$ cat config.mk
export PLATFORM = sky130hd
export DESIGN_NAME = jt1942_snd_mixer
export DESIGN_NICKNAME = d
export VERILOG_FILES = /design/src/rtl/jt1942_snd_mixer.sv
export SDC_FILE = /design/constraint.sdc
export NUM_CORES = 1
export LEC_CHECK = 0
export ABC_AREA = 1
export CAP_MARGIN = 40
export CORE_ASPECT_RATIO = 0.9
export CORE_MARGIN = 2
export CORE_UTILIZATION = 40
export CTS_CLUSTER_DIAMETER = 50
export CTS_CLUSTER_SIZE = 24
export DETAILED_ROUTE_END_ITERATION = 12
export PLACE_DENSITY = 0.68
export RECOVER_POWER = 25
export SLEW_MARGIN = 40
export SYNTH_ARGS = -nofsm -noshare
export SYNTH_HDL_FRONTEND = slang
export SYNTH_SLANG_ARGS = --single-unit
$ cat constraint.sdc
create_clock -name clk -period 8.7 [get_ports clk]
set_clock_uncertainty 0.2 [all_clocks]
set_input_delay 1.74 -clock clk [delete_from_list [all_inputs] [get_ports clk]]
set_output_delay 1.74 -clock clk [all_outputs]
set_load 0.05 [all_outputs]
$ cat src/rtl/jt1942_snd_mixer.sv
// jt1942_snd_mixer: N-channel sound mixer with CPU-writable per-channel gain.
// A single multiply-accumulate is time-shared across the channels, one channel
// per clock. Each sample is then scaled down by GAIN_FRAC and saturated to OUT_W bits.
// Optional feature macro: JTSND_MIX_PEAK_EN adds a peak-hold register on snd.
module jt1942_snd_mixer #(
  parameter  int CH        = 4,
  parameter  int IN_W      = 10,
  parameter  int GAIN_W    = 8,
  parameter  int GAIN_FRAC = 4,
  parameter  int OUT_W     = 9,
  localparam int AW        = (CH > 1) ? $clog2(CH) : 1,
  localparam int ACC_W     = IN_W + GAIN_W + AW
) (
  input  logic                 clk,
  input  logic                 rst,
  input  logic                 cen,
  input  logic [CH*IN_W-1:0]   ch_in,
  input  logic                 gain_we,
  input  logic [AW-1:0]        gain_addr,
  input  logic [GAIN_W-1:0]    gain_din,
  output logic [OUT_W-1:0]     snd,
  output logic                 sample,
  output logic                 clip,
  output logic                 overrun,
  output logic [OUT_W-1:0]     peak,
  input  logic                 peak_clr
);

  localparam int                PW    = IN_W + GAIN_W;
  localparam logic [GAIN_W-1:0] UNITY = GAIN_W'(1 << GAIN_FRAC);
  localparam logic [AW-1:0]     LAST  = AW'(CH - 1);
  localparam logic [ACC_W-1:0]  MAXV  = ACC_W'((1 << OUT_W) - 1);

  typedef enum logic [1:0] {
    IDLE,
    ACC,
    OUT
  } state_t;

  state_t             r_state;
  state_t             w_next;

  logic [GAIN_W-1:0]  r_gain    [CH];
  logic [GAIN_W-1:0]  r_sh_gain [CH];
  logic [IN_W-1:0]    r_sh_in   [CH];
  logic [AW-1:0]      r_idx;
  logic [ACC_W-1:0]   r_acc;
  logic [OUT_W-1:0]   r_snd;
  logic               r_sample;
  logic               r_clip;
  logic               r_overrun;

  logic [PW-1:0]      w_prod;
  logic [ACC_W-1:0]   w_r;
  logic               w_sat;
  logic [OUT_W-1:0]   w_snd_new;

  // Shared multiplier and the scale/saturate stage feeding snd
  always_comb begin
    w_prod    = PW'(r_sh_in[r_idx]) * PW'(r_sh_gain[r_idx]);
    w_r       = r_acc >> GAIN_FRAC;
    w_sat     = (w_r > MAXV);
    w_snd_new = w_sat ? '1 : w_r[OUT_W-1:0];
  end

  // State register
  always_ff @(posedge clk) begin
    if (rst) r_state <= IDLE;
    else     r_state <= w_next;
  end

  // Next-state decode: IDLE -> ACC (CH clocks) -> OUT -> IDLE
  always_comb begin
    w_next = r_state;
    case (r_state)
      IDLE:    if (cen) w_next = ACC;
      ACC:     if (r_idx == LAST) w_next = OUT;
      OUT:     w_next = IDLE;
      default: w_next = IDLE;
    endcase
  end

  // Datapath: live gain bank, shadow capture, accumulate and output update
  always_ff @(posedge clk) begin
    if (rst) begin
      for (int unsigned i = 0; i < CH; i++) begin
        r_gain[i]    <= UNITY;
        r_sh_gain[i] <= UNITY;
        r_sh_in[i]   <= '0;
      end
      r_idx     <= '0;
      r_acc     <= '0;
      r_snd     <= '0;
      r_sample  <= 1'b0;
      r_clip    <= 1'b0;
      r_overrun <= 1'b0;
    end else begin
      r_sample  <= 1'b0;
      r_overrun <= 1'b0;
      // Out-of-range addresses match no entry and are dropped
      for (int unsigned i = 0; i < CH; i++) begin
        if (gain_we && gain_addr == AW'(i)) r_gain[i] <= gain_din;
      end
      case (r_state)
        IDLE: begin
          if (cen) begin
            for (int unsigned i = 0; i < CH; i++) begin
              r_sh_in[i]   <= ch_in[i*IN_W +: IN_W];
              r_sh_gain[i] <= r_gain[i];
            end
            r_acc <= '0;
            r_idx <= '0;
          end
        end
        ACC: begin
          r_acc <= r_acc + ACC_W'(w_prod);
          r_idx <= r_idx + 1'b1;
          if (cen) r_overrun <= 1'b1;
        end
        OUT: begin
          r_snd    <= w_snd_new;
          r_clip   <= w_sat;
          r_sample <= 1'b1;
          if (cen) r_overrun <= 1'b1;
        end
        default: ;
      endcase
    end
  end

  assign snd     = r_snd;
  assign sample  = r_sample;
  assign clip    = r_clip;
  assign overrun = r_overrun;

`ifdef JTSND_MIX_PEAK_EN
  logic [OUT_W-1:0] r_peak;

  // Peak hold; a clear coinciding with OUT restarts from the new sample
  always_ff @(posedge clk) begin
    if (rst) begin
      r_peak <= '0;
    end else if (r_state == OUT) begin
      if (peak_clr || w_snd_new > r_peak) r_peak <= w_snd_new;
    end else if (peak_clr) begin
      r_peak <= '0;
    end
  end

  assign peak = r_peak;
`else
  logic w_unused_peak_clr;

  assign w_unused_peak_clr = peak_clr;
  assign peak              = '0;
`endif

endmodule

==> job_summary.md, run 1 <==
### Yosys + OpenROAD results

| Metric | Value |
|---|---|
| Mux cell area share after synthesis | `0%` |
| Synthesized area per cell | `8.647 µm²` |
| Worst Reg-to-Reg Cells | `22` |
| Power, Total | `4.280 mW` |
| Worst slew margin relative to its limit | `-25.69%` |
| Failing checks | `max-capacitance violations, max-slew violations` |
| LEAKAGE | `5.185 nW` |
| Number of slew-limit violations in the final report | `39` |
| Cells after synthesis | `1090` |
| Logic pwr share | `59.8%` |
| Switching pwr | `2.049 mW` |
| Unique cell type count in the Yosys netlist | `32` |
| Unrepaired setup endpoints after global routing | `false` |
| Tot GR Track Use | `16.58%` |
| Core area | `~0.023 mm²` |
| Antenna violation net count after detailed routing | `0` |
| Repair and plain buffers | `72` |
| OpenROAD warning count | `29` |
| Slowest-stage cell, CP | `sky130_fd_sc_hd__fa_1` |
| FP Rows | `around 53` |
| # nets final | `1318` |
| Number of max-cap violations | `1` |
| Cell internal power dissipation | `2.232 mW` |
| Switching Share | `47.86%` |
| CTS Root Buffer Type | `sky130_fd_sc_hd__clkbuf_16` |
| Final number of setup-violating endpoints | `0` |
| Run status | `finished, violations left` |
| Total I/O pin count | `76` |
| Synth area leaders | `sky130_fd_sc_hd__edfxtp_1, sky130_fd_sc_hd__fa_1, sky130_fd_sc_hd__inv_1, sky130_fd_sc_hd__nand2_1, sky130_fd_sc_hd__dfxtp_1` |
| Sum of buffers and inverters on the critical path | `5` |
| Critical path destination | `r_acc[15]` |
| Comb gates | `653` |
| Number of H-tree levels | `4` |
| Most frequent logic cell in the layout | `sky130_fd_sc_hd__inv_1` |
| Largest registers | `r_sh_in (40), r_gain (32), r_sh_gain (32)` |
| Initial core utilization | `40.49%` |
| Die Y | `149.6 µm` |
| Final TNS setup | `0 ns` |
| Synthesized-area fraction occupied by xor and xnor cells | `less than 1%` |
| Buffer count from post-CTS setup fixing | `0` |
| Transition time of the tightest slew-check pin | `1.885 ns` |
| Dominant kind of cell by area | `combinational gates` |
| Largest logic family | `adder cells` |
| Sequential standard cell area | `0.003884 mm²` |
| Register fraction of the total cell area | `between 30% and 40%` |
| Yosys simple share | `17.95%` |
| Clock tree from TritonCTS | `yes` |
| Chip area in the Yosys report | `0.009425 mm²` |
| Placed instance count | `1436` |
| Number of fillers in the final layout | `around 2200` |
| Final critical-path required period | `approximately 5.6 ns` |
| Average detailed-routed wire length per instance | `approximately 14 µm` |
| Initial antenna violation count | `0` |
| Cell area after placement | `0.01033 mm²` |
| Number of diodes added for antenna fixing | `0` |
| Die area | `0.02481 mm²` |
| Vias per inst | `4.683` |
| Number of flip-flops under the largest register name | `40` |
| Maximum vdd ir drop | `roughly 0.23 mV` |
| Yosys cell count | `1090` |
| Pin count of the biggest net entering global routing | `73` |
==> run 1: worst min-delay path by stage <==
stage	startpoint	end	cells after the start
2_1_floorplan	r_acc[1]	r_acc[1]	2
3_3_place_gp	r_acc[3]	r_acc[3]	2
3_5_place_dp	r_acc[2]	r_acc[2]	2
4_1_cts	r_acc[2]	r_acc[2]	2
5_1_grt	r_acc[3]	r_acc[3]	2
6_report	r_acc[2]	r_acc[2]	2
==> run 1: layer usage <==
metal  global-route usage (%)  vias up  routed length (µm)
met5                        0        -                   0
li1                         -     3441                   -
met2                    26.58      144                9074
met3                    3.438       22                 925
met1                    22.71     3267                9553
met4                    5.217        0                 360
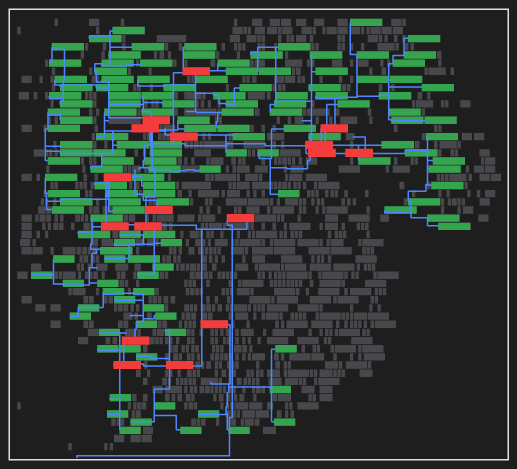
**Above:** run 1 (routed clock nets over the placement).
Scale: 3 px per µm.
[green] flip-flops | count: 142
[red] clock drivers | count: 17
[blue] clock wires | length: 1870 µm
routed clock nets: 18

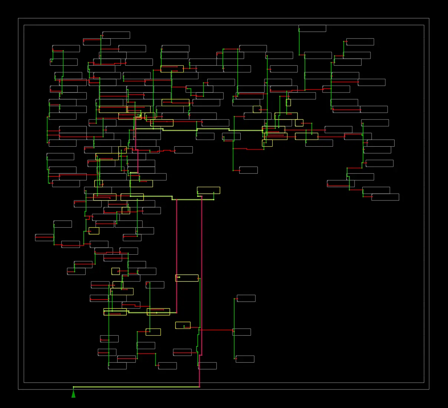
**Above:** run 1 (the clock network).
CTS Buf Count: 17
clock buffers: 17
clk ins delay skew pair: 0.43 ns
clk sink count: 142
Flops: 142

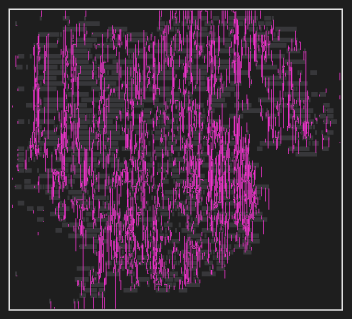
**Above:** run 1 (signal wires on met2).
Scale: 2 px per µm.
main direction: vertical
nets with wire on the layer: 1029
longest straight run: 52.4 µm
wire length on this layer: 9070 µm

==> run 2: changes to the inputs <==
- clock period: 8.7 -> 5.5 ns (I/O delays scaled with it)
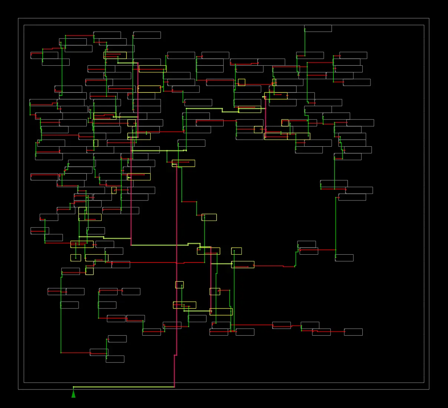
**Above:** run 2 (the clock network).
clock distribution power: 1.14 mW

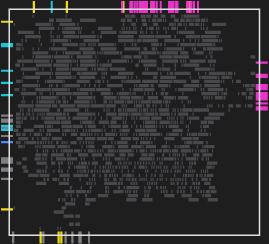
**Above:** run 2 (pin placement).
Scale: 1.5 px per µm. Pins as bars across the die edge, other pins in gray.
[blue] cen | pins: 1 | direction: input | edge: left
[cyan] gain_din | pins: 8 | direction: input | edge: 7 left, 1 top
[magenta] ch_in | pins: 40 | direction: input | edge: 27 top, 13 right
[yellow] peak | pins: 9 | direction: output | edge: 4 top, 3 bottom, 2 left

==> run 2 against run 1 <==
The flow now finishes without violations. Combinational power grew 61%. Non-clock buffer count up 11. Register-to-register slack lost 2.8 ns.
==> job_summary.md, run 2 <==
### Yosys + OpenROAD results

| Metric | Value |
|---|---|
| Worst slew margin relative to its limit | `24.59%` |
| Worst setup margin | `0.2891 ns` |
| Antenna violation net count after detailed routing | `0` |
| Number of max-cap violations | `0` |
| Yosys simple share | `17.95%` |
| AND-OR/OR-AND share of the synthesized area | `slightly below 8%` |
| Number of slew-limit violations in the final report | `0` |
| Clock group share of total power | `between 10% and 20%` |
| Register share of total power | `22.4%` |
| Mux cell area share after synthesis | `0%` |
| Final number of setup-violating endpoints | `0` |
| Transition time of the tightest slew-check pin | `1.122 ns` |
| Power, Total | `6.761 mW` |
| Top_reg_cell synth | `sky130_fd_sc_hd__edfxtp_1` |
| Max incr delay on CP | `about 0.58 ns` |
| Global-route wire length before repair | `33.38 mm` |
| Sum of buffers and inverters on the critical path | `5` |
| Final critical-path required period | `5.211 ns` |
| Vias per inst | `approximately 4.7` |
| Core area | `0.02328 mm²` |
| CTS Buf Count | `17` |
| Logic pwr share | `60.8%` |
| Adder-cell area share of the yosys netlist | `19.70%` |
| Number of flops mapped to enable cells by yosys | `104` |
| # nets final | `1329` |
| Total I/O pin count | `76` |
| Worst Hold Class | `reg2reg` |
| Switching pwr | `3.247 mW` |
| OpenROAD warning count | `29` |
| Clock tree from TritonCTS | `yes` |
| Chip area in the Yosys report | `between 0.009 and 0.01 mm²` |
| Worst Setup Path Type | `reg2reg` |
| Most frequent logic cell in the layout | `sky130_fd_sc_hd__inv_1` |
| Clk ins delay skew pair | `0.43 ns` |
| Number of remaining DRC errors | `0` |
| Synthesized area per cell | `8.647 µm²` |
| Number of diodes added for antenna fixing | `0` |
| Cells after synthesis | `1090` |
| Slowest-stage cell, CP | `sky130_fd_sc_hd__fa_1` |
| Synthesized-area fraction occupied by xor and xnor cells | `0.09292%` |
| WHS | `0.2633 ns` |
| FP Rows | `between 50 and 60` |
| Tot GR Track Use | `between 15 and 20%` |
| Unique cell type count in the Yosys netlist | `32` |
| Die Y | `149.6 µm` |
| Initial antenna violation count | `0` |
| Switching Share | `about half` |
| Cell area after placement | `0.01041 mm²` |
| Total wirelength of the detailed-routed design | `20.07 mm` |
| Run status | `finished clean` |
| Clk sink count | `about 140` |
| Initial core utilization | `40.49%` |
| Die area | `around 0.025 mm²` |
| Final TNS setup | `0 ns` |
| Via total after detailed routing | `6882` |
| Largest logic family | `adder cells` |
| Average detailed-routed wire length per instance | `around 14 µm` |
| Most instantiated library cell after synthesis | `sky130_fd_sc_hd__inv_1` |
| Pin count of the biggest net entering global routing | `39` |
| RePlAce Congestion | `0.8978` |
| IO Port Bufs | `65` |
| Clk buf depth | `2` |
| Number of H-tree levels | `4` |
| Fraction of layout cells with a size suffix above 1 | `roughly 8%` |
| Synth area leaders | `sky130_fd_sc_hd__edfxtp_1, sky130_fd_sc_hd__fa_1, sky130_fd_sc_hd__inv_1, sky130_fd_sc_hd__nand2_1, sky130_fd_sc_hd__dfxtp_1` |
| Number of flip-flops under the largest register name | `around 40` |
| Buffer count from post-CTS setup fixing | `0` |
| Largest registers | `r_sh_in (40), r_gain (32), r_sh_gain (32)` |
| Maximum vdd ir drop | `0.3960 mV` |
| Placed instance count | `1445` |
| CTS Root Buffer Type | `sky130_fd_sc_hd__clkbuf_16` |
| Horizontal die size | `approximately 170 µm` |
| Largest fanout on the critical path | `22` |
| Cell internal power dissipation | `3.514 mW` |
| LEAKAGE | `5.227 nW` |
| DRT Pass-1 Iters | `5` |
| Yosys cell count | `1090` |
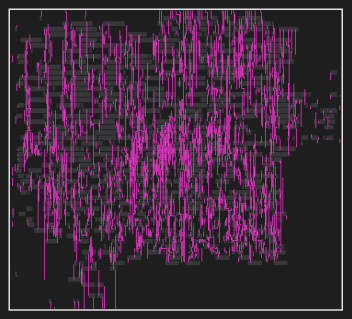
**Above:** run 2 (signal wires on met2).
Scale: 2 px per µm.
wire length on this layer: 9130 µm
share of all routed wire: 45%
longest straight run: 56.4 µm
main direction: vertical
nets with wire on the layer: 1056

-- run 2: layout make-up --
| type | count | area, µm² |
|---|---|---|
| well taps | 302 | 377.9 |
| fillers | 2187 | 12210 |
| multi-input cells | 653 | 4400 |
| clock buffers | 17 | 425.4 |
| inverters | 267 | 1015 |
| flip-flops and latches | 142 | 3884 |
| clock inverters | 15 | 152.6 |
| repair buffers | 83 | 807.0 |
-- run 2: worst paths after layout --
check                start   endpoint  cells past startpoint
setup / recovery  register  r_acc[17]                     22
hold / removal    r_acc[1]   r_acc[1]                      2
setup reg to reg  register  r_acc[17]                     22
hold reg to reg   r_acc[1]   r_acc[1]                      2
-- run 2: layer usage --
layer / wire length, µm / GRT usage [%]
met5: 0 / 0
met3: 1075 / 3.835
met2: 9128 / 26.83
met1: 9484 / 22.73
met4: 384 / 5.652
==> run 3: changes to the inputs <==
- CORE_MARGIN: 2 -> 8
- GPL_ROUTABILITY_DRIVEN: not set -> 0
- TNS_END_PERCENT: not set -> 100
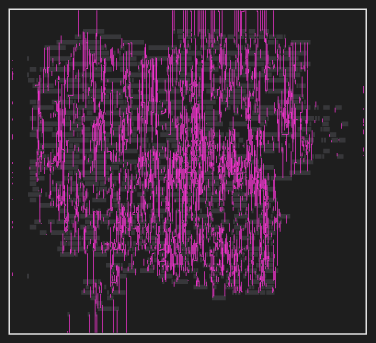
**Above:** run 3 (signal wires on met2).
Scale: 2 px per µm.
wire length on this layer: 10000 µm
share of all routed wire: 47%
main direction: vertical

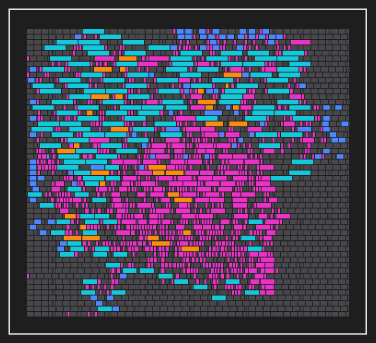
**Above:** run 3 (placement by cell class).
Scale: 2 px per µm. Fill, decap, tap and diode cells in gray.
[blue] remaining buffers and delay cells | cells: 89 | share of their area: 8.2%
[magenta] combinational and other logic | cells: 920 | share of their area: 50%
[cyan] sequential cells | cells: 142 | share of their area: 36%
[orange] clock drivers and dummy loads | cells: 32 | share of their area: 5.5%

==> run 3 against run 2 <==
Fmax is 1.5% lower. Routed wire length up 6.7%. Area after synthesis is the same. Critical path depth unchanged. Combinational power up 3%. Global-route usage fell by 1.7 points. Sequential share of layout area is 0.20 points lower. Setup slack got worse by 0.077 ns. Non-clock buffer count is 6 higher. Power up 2.1%. Die area increased by 16%. Highest routed layer unchanged.
==> job_summary.md, run 3 <==
### Yosys + OpenROAD results

| Metric | Value |
|---|---|
| # nets final | `1335` |
| Antenna violation net count after detailed routing | `0` |
| Register share of total power | `22.0%` |
| Logic pwr share | `61.3%` |
| AND-OR/OR-AND share of the synthesized area | `under 10%` |
| Global-route wire length before repair | `34.20 mm` |
| Transition time of the tightest slew-check pin | `0.8149 ns` |
| Vias per inst | `4.688` |
| Number of fillers in the final layout | `2166` |
| Power, Total | `6.905 mW` |
| Mux cell area share after synthesis | `0%` |
| Hold Path Sink | `r_acc[1]` |
| Slowest-stage cell, CP | `sky130_fd_sc_hd__fa_1` |
| Number of cells on the worst hold path | `2` |
| Well-tap cell count | `between 300 and 400` |
| Sum of buffers and inverters on the critical path | `6` |
| Max incr delay on CP | `0.57 ns` |
| Final critical-path required period | `5.288 ns` |
| Most instantiated library cell after synthesis | `sky130_fd_sc_hd__inv_1` |
| Pin count of the biggest net entering global routing | `47` |
| Maximum vdd ir drop | `between 0.4 and 0.5 mV` |
| Number of diodes added for antenna fixing | `0` |
| Switching pwr | `3.381 mW` |
| Run status | `finished clean` |
| Comb gates | `653` |
| Clk buf depth | `2` |
| Number of remaining DRC errors | `0` |
| Worst slew margin relative to its limit | `45.61%` |
| IO Port Bufs | `65` |
| Total wirelength of the detailed-routed design | `between 20 and 25 mm` |
| Horizontal die size | `177.8 µm` |
| Number of flops mapped to enable cells by yosys | `around 100` |
| Sequential standard cell area | `approximately 0.0039 mm²` |
| Largest fanout on the critical path | `36` |
| Initial antenna violation count | `0` |
| Yosys cell count | `1090` |
| Number of max-cap violations | `0` |
| Yosys simple share | `17.95%` |
| Most frequent logic cell in the layout | `sky130_fd_sc_hd__inv_1` |
| Tot GR Track Use | `15.06%` |
| Repair and plain buffers | `~89` |
| Adder-cell area share of the yosys netlist | `19.70%` |
| Die area | `between 0.02 and 0.03 mm²` |
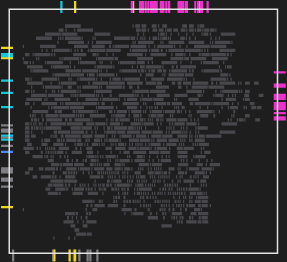
**Above:** run 3 (pin placement).
Scale: 1.5 px per µm. Pins as bars across the die edge, other pins in gray.
[blue] cen | pins: 1 | direction: input | edge: left
[yellow] peak | pins: 9 | direction: output | edge: 3 left, 3 top, 3 bottom
[cyan] gain_din | pins: 8 | direction: input | edge: 7 left, 1 top
[magenta] ch_in | pins: 40 | direction: input | edge: 27 top, 13 right
all pins by edge: 31 top, 22 left, 13 right, 10 bottom

-- run 3: netlist changes by cell type in the layout (fill, tap and decap cells not counted), moves of 2 or more --
cell / previous run / this run
sky130_fd_sc_hd__clkinv_8: 2 / 4
sky130_fd_sc_hd__clkinvlp_4: 2 / 0
sky130_fd_sc_hd__buf_4: 15 / 19
sky130_fd_sc_hd__inv_6: 4 / 6
-- run 3: per-stage QoR --
step / worst slack (ns) / std cells
after detailed placement: 0.2024 / 1449
after CTS: 0.1757 / 1481
after global routing: -0.08414 / 1485
after global placement: 0.2515 / 1448
after floorplan: 0.9224 / 1098
final: 0.2121 / 1485
-- run 3: layer usage --
layer / part of all wire, % / vias up
li1: - / 3475
met1: 45 / 3254
met2: 47 / 195
met3: 6.2 / 38
met4: 2.5 / 0
met5: 0 / -
No activity file was given, so power comes from the tool's default toggle rates.
